`src/rtl/mobilenet_pkg.sv`:
```
// Shared definitions for the MobileNet datapath: fixed-point format and
// sizing helpers used by stream buffers between layers.
package mobilenet_pkg;

  localparam int FX_N = 16;
  localparam int FX_Q = 8;

  typedef logic signed [FX_N-1:0] fixed_t;

  // Channel tag width; a single-channel stream still carries a 1-bit tag.
  function automatic int ch_width(input int out_channels);
    return (out_channels > 1) ? $clog2(out_channels) : 1;
  endfunction

  function automatic int frame_len(input int out_channels, input int feature_size);
    return out_channels * feature_size * feature_size;
  endfunction

  function automatic int cnt_width(input int n);
    return (n > 1) ? $clog2(n) : 1;
  endfunction

endpackage

```
`src/rtl/bneck_fifo_mem.sv`:
```
// Register-array storage for the bottleneck stream FIFO: one synchronous
// write port and one asynchronous read port.
module bneck_fifo_mem #(
  parameter int WIDTH = 20,
  parameter int DEPTH = 64,
  localparam int AW = $clog2(DEPTH)
) (
  input  logic             clk,
  input  logic             we,
  input  logic [AW-1:0]    waddr,
  input  logic [WIDTH-1:0] wdata,
  input  logic [AW-1:0]    raddr,
  output logic [WIDTH-1:0] rdata
);

  logic [WIDTH-1:0] mem_r [DEPTH];

  // Write port; contents are not reset, occupancy is tracked by the pointers.
  always_ff @(posedge clk) begin
    if (we) begin
      mem_r[waddr] <= wdata;
    end
  end

  assign rdata = mem_r[raddr];

endmodule

```
`src/rtl/bneck_stream_fifo.sv`:
```
// Elastic buffer after the bottleneck block: absorbs a stream without
// backpressure, re-issues it with valid/ready, checks channel order, marks frames.
module bneck_stream_fifo
  import mobilenet_pkg::*;
#(
  parameter int N            = FX_N,
  parameter int OUT_CHANNELS = 16,
  parameter int FEATURE_SIZE = 56,
  parameter int DEPTH        = 64,
  localparam int CHW = ch_width(OUT_CHANNELS),
  localparam int CW  = $clog2(DEPTH + 1)
) (
  input  logic           clk,
  input  logic           rst,
  input  logic           en,
  input  logic [N-1:0]   data_in,
  input  logic [CHW-1:0] channel_in,
  input  logic           valid_in,
  input  logic           ready_in,
  output logic [N-1:0]   data_out,
  output logic [CHW-1:0] channel_out,
  output logic           valid_out,
  output logic [CW-1:0]  count,
  output logic           overflow,
  output logic           channel_error,
  output logic           frame_done
);

  localparam int AW = $clog2(DEPTH);
  localparam int FL = frame_len(OUT_CHANNELS, FEATURE_SIZE);
  localparam int PW = cnt_width(FL);
  localparam int MW = N + CHW;
  localparam logic [CW-1:0]  FULL_C   = CW'(DEPTH);
  localparam logic [CHW-1:0] CH_LAST  = CHW'(OUT_CHANNELS - 1);
  localparam logic [PW-1:0]  POP_LAST = PW'(FL - 1);

  logic [AW-1:0]  wr_ptr_r;
  logic [AW-1:0]  rd_ptr_r;
  logic [CW-1:0]  count_r;
  logic [CHW-1:0] ch_exp_r;
  logic [PW-1:0]  pop_cnt_r;
  logic           overflow_r;
  logic           channel_error_r;
  logic           frame_done_r;

  logic           empty_s;
  logic           full_s;
  logic           push_s;
  logic           pop_s;
  logic           drop_s;
  logic [MW-1:0]  rd_word_s;

  assign empty_s   = (count_r == {CW{1'b0}});
  assign full_s    = (count_r == FULL_C);
  assign valid_out = en & ~empty_s;
  assign pop_s     = valid_out & ready_in;
  // A full FIFO still accepts a push when the head leaves in the same cycle.
  assign push_s    = en & valid_in & (~full_s | pop_s);
  assign drop_s    = en & valid_in & full_s & ~pop_s;

  bneck_fifo_mem #(
    .WIDTH (MW),
    .DEPTH (DEPTH)
  ) u_mem (
    .clk   (clk),
    .we    (push_s),
    .waddr (wr_ptr_r),
    .wdata ({data_in, channel_in}),
    .raddr (rd_ptr_r),
    .rdata (rd_word_s)
  );

  // Head-of-FIFO view; zeroed when empty so stale entries never show.
  always_comb begin
    data_out    = {N{1'b0}};
    channel_out = {CHW{1'b0}};
    if (!empty_s) begin
      {data_out, channel_out} = rd_word_s;
    end else begin
      data_out    = {N{1'b0}};
      channel_out = {CHW{1'b0}};
    end
  end

  // Read/write pointers wrap naturally because DEPTH is a power of two.
  always_ff @(posedge clk) begin
    if (rst) begin
      wr_ptr_r <= {AW{1'b0}};
      rd_ptr_r <= {AW{1'b0}};
    end else begin
      if (push_s) begin
        wr_ptr_r <= wr_ptr_r + AW'(1);
      end
      if (pop_s) begin
        rd_ptr_r <= rd_ptr_r + AW'(1);
      end
    end
  end

  // Occupancy counter.
  always_ff @(posedge clk) begin
    if (rst) begin
      count_r <= {CW{1'b0}};
    end else begin
      case ({push_s, pop_s})
        2'b10:   count_r <= count_r + CW'(1);
        2'b01:   count_r <= count_r - CW'(1);
        default: count_r <= count_r;
      endcase
    end
  end

  // Channel order check on accepted pushes; the tag is stored as received.
  always_ff @(posedge clk) begin
    if (rst) begin
      ch_exp_r        <= {CHW{1'b0}};
      channel_error_r <= 1'b0;
    end else if (push_s) begin
      if (channel_in != ch_exp_r) begin
        channel_error_r <= 1'b1;
      end
      ch_exp_r <= (ch_exp_r == CH_LAST) ? {CHW{1'b0}} : ch_exp_r + CHW'(1);
    end
  end

  // Sticky overflow: only an enabled, valid, unaccepted element counts.
  always_ff @(posedge clk) begin
    if (rst) begin
      overflow_r <= 1'b0;
    end else if (drop_s) begin
      overflow_r <= 1'b1;
    end
  end

  // Frame tracking on the output side; pulse follows the last pop of a frame.
  always_ff @(posedge clk) begin
    if (rst) begin
      pop_cnt_r    <= {PW{1'b0}};
      frame_done_r <= 1'b0;
    end else begin
      frame_done_r <= 1'b0;
      if (pop_s) begin
        if (pop_cnt_r == POP_LAST) begin
          pop_cnt_r    <= {PW{1'b0}};
          frame_done_r <= 1'b1;
        end else begin
          pop_cnt_r <= pop_cnt_r + PW'(1);
        end
      end
    end
  end

  assign count         = count_r;
  assign overflow      = overflow_r;
  assign channel_error = channel_error_r;
  assign frame_done    = frame_done_r;

endmodule

```
`config.mk`:
```
export PLATFORM = sky130hd
export DESIGN_NAME = bneck_stream_fifo
export DESIGN_NICKNAME = d
export VERILOG_FILES = /design/src/rtl/mobilenet_pkg.sv /design/src/rtl/bneck_fifo_mem.sv /design/src/rtl/bneck_stream_fifo.sv
export SDC_FILE = /design/constraint.sdc
export NUM_CORES = 1
export LEC_CHECK = 0
export CORE_ASPECT_RATIO = 1.1
export CORE_UTILIZATION = 38
export CTS_BUF_LIST = sky130_fd_sc_hd__clkbuf_4 sky130_fd_sc_hd__clkbuf_8 sky130_fd_sc_hd__clkbuf_16
export DETAILED_ROUTE_END_ITERATION = 6
export DONT_BUFFER_PORTS = 1
export PLACE_DENSITY = 0.63
export SETUP_SLACK_MARGIN = 0.15
export SLEW_MARGIN = 20
export SYNTH_ARGS = -nofsm -noshare
export SYNTH_HDL_FRONTEND = slang
export SYNTH_SLANG_ARGS = --single-unit
```
`constraint.sdc`:
```
create_clock -name clk -period 7.84 [get_ports clk]
set_input_delay 0.784 -clock clk [delete_from_list [all_inputs] [get_ports clk]]
set_output_delay 0.784 -clock clk [all_outputs]
set_load 0.03 [all_outputs]
```
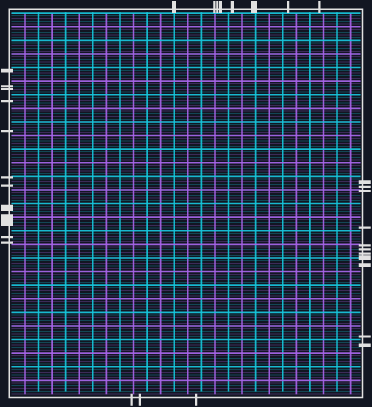
run_1/floorplan.png
(1 px per micron) Pins as bars on the die edge.
| net | colour |
|---|---|
| VSS | purple |
| VDD | cyan |
met1 rails: 141
met5 straps: 28
signal pins: 56
met4 straps: 25
rows: 140
VDD IR max: 0.258 mV
chip width: 352 microns
die y size: 387 microns
CORE AREA: 133,000 sq um

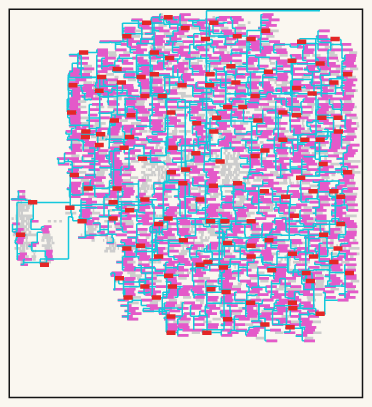
run_1/clock_wires.png
(1 px per micron)
[clock-net drivers] red | count: 137
[flip-flops] magenta | count: 1,328
[clock wires] cyan | length: 14,600 microns
routed clock nets: 138
Max Clock Skew: 0.0285 ns
clock power share: 0.419

==> results.toml, run 1 <==
# yosys + openroad results
[status]
status = "finished clean"

[synthesis]
top_cells_by_count = "edfxtp_1 (1,280), mux4_2 (339), nor2_1 (120)"
topCombFamilyByArea = "multiplexers"
synthCells = 2337
ys_sh_xor = 0.00600
synthAoiAreaFrac = 0.0228
ys_seq_share = 0.771
ys_cells = 2337
yosysChipArea_sq_um = 51100
most_common_cell = "edfxtp_1"

[power_and_ir_drop]
p_comb_uw = 904
p_leak_uw = 0.0171
p_switching_uw = 3280
power.density_nw_per_um2 = 260
seqPwrFrac = 0.521
p_clk_uw = 6320

[worst_setup_path]
critical_path_class = "reg2out"
crit_end = "data_out[7]"
r2r_cells = 7
reg2reg_setup_slack_ns = 3.95
cp_num_cells = 6
worstPathRequired_ns = 7.06
path_delay_family = "AND-OR/OR-AND gates"
r2r_start = "count[2]"
max_stage_delay_ns = 0.82

[sta]
fin_setup_tns_ns = 0
hold_ws_ns = 0.0940
hold_violations = 0

[cells_and_area]
drive_gt1_frac = 0.286
mostFrequentLayoutCells = "edfxtp_1 (1,280), mux4_2 (339), clkbuf_16 (142)"
seqCellArea_sq_um = 39400
fill_cells = 11100
final-clk-cell-share = 0.0755
post-route-util = 0.436
buf_share = 0.0108
area_growth_pct = 13.5
final_cell_area_sq_um = 58000

[clock_tree]
post_cts_buffers = 0

[grt]
grt_max_degree = 112
grtUsageMet3 = 0.0402

[die]
rows = 140

[drt]
drt_first_pass_iters = 5
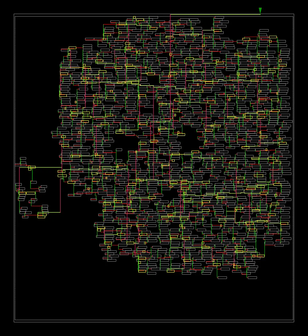
run_1/clock_nets.png
CLK BUF: 172
CTS Buf Count: 137
Clock Sinks: 1,328

==> inputs of run 2 (changes only) <==
clock period = 5.44 ns   (was 7.84 ns; I/O delays follow)
==> results.toml, run 2 <==
# yosys + openroad results
[die]
pin_count = 56
fp.dieH_microns = 387
core_sq_um = 133000
rows = 140
die_w_microns = 352

[power_and_ir_drop]
p_switching_uw = 4900
seqPwrFrac = 0.515
vdd_drop_max_mv = 0.301
power.density_nw_per_um2 = 374
p_comb_frac = 0.071
p_leak_uw = 0.0175
p_comb_uw = 1560

[synthesis]
edf_count = 1280
mux_share = 0.162
ys_sh_xor = 0.00600
ys_seq_share = 0.771
yosysChipArea_sq_um = 51100
syn_area_sq_um = 51100
synthCells = 2337
ys_sh_adder = 0.00122
synthAoiAreaFrac = 0.0228
topCombFamilyByArea = "multiplexers"
most_common_cell = "edfxtp_1"
ys_cells = 2337
top_cells_by_count = "edfxtp_1 (1,280), mux4_2 (339), nor2_1 (120)"
synth.net_count = 2367

[clock_tree]
post_cts_buffers = 0
cts_num_sinks = 1328
clockBufferDepth = 3
cts_hold_buf = 21
numCtsBuffers = 137

[cells_and_area]
buf_share = 0.0228
fill_cells = 11000
largest_class = "sequential cells"
final-clk-cell-share = 0.0747
final_cell_area_sq_um = 58700
comb_cells = 873
num-clock-buffers = 173
sh_seq_area = 0.672
mostFrequentLayoutCells = "edfxtp_1 (1,280), mux4_2 (339), clkbuf_16 (139)"
area_growth_pct = 14.8
seqCellArea_sq_um = 39400
drive_gt1_frac = 0.296
ff_count = 1328
nNonClkInverters = 5
post-route-util = 0.441

[hold_path]
hp-class = "in2reg"
holdCritStartpoint = "rst"

[worst_setup_path]
critical_path_class = "reg2out"
path_cells = "buf_4, mux4_2, nor2b_1, a211oi_1, a211oi_1, o21ai_1, o41ai_2, buf_4"
cp_num_cells = 8
r2r_start = "count[1]"
crit_end = "data_out[10]"
crit_arrival_ns = 4.13
cp_max_fo = 32
worstPathRequired_ns = 4.90
reg2reg_setup_slack_ns = 1.52
max_stage_delay_ns = 0.81
r2r_cells = 8
path_delay_family = "AND-OR/OR-AND gates"

[grt]
grt_overflow = 0
grtUsageMet3 = 0.0404
busiest_layer = "met2"
grt_max_degree = 78
antenna_found_initial = 5

[drt]
wl_met1_mm = 49.8
num_vias = 24600
wl_met3_mm = 11.1
initialDrtViolationCount = 3287
drt_first_pass_iters = 5

[placement]
dp.cells = 4070
portBuffers = 0
dp_hpwl_mm = 73.9

[sta]
hold_violations = 0
fin_setup_tns_ns = 0
hold_ws_ns = 0.0623
slew_headroom = 0.331

[flow_run]
warnings = 27

[status]
status = "finished clean"
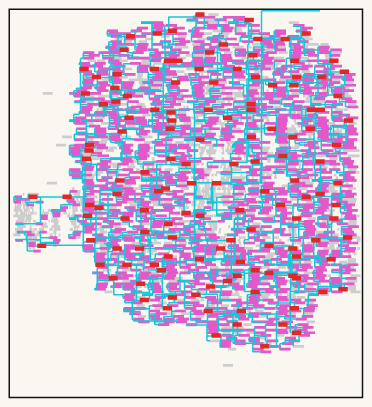
run_2/clock_wires.png
(1 px per micron)
[flip-flops] magenta | count: 1,328
[clock wires] cyan | length: 14,400 microns
[clock-net drivers] red | count: 137
routed clock nets: 138
Clk power: 9080 uW
clk_lat worst skew: 0.74 ns
Max Clock Skew: 0.0258 ns
clock power share: 0.414

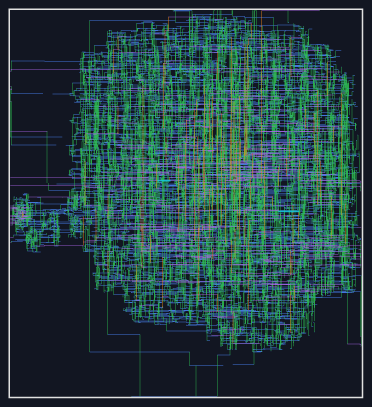
run_2/layers.png
(1 px per micron)
| layer | colour | wire length |
|---|---|---|
| M3 | purple | 11,100 microns |
| M1 | blue | 49.8 mm |
| M4 | orange | 4,100 microns |
| M5 | cyan | 30.4 microns |
| M2 | green | 64.1 mm |
GRT Util Overall: 0.192
Post-Route WL: 129 mm
post-DR wirelength/cell: 29.8 microns

Power figures rest on the tool's default switching activity, not on a simulated workload.
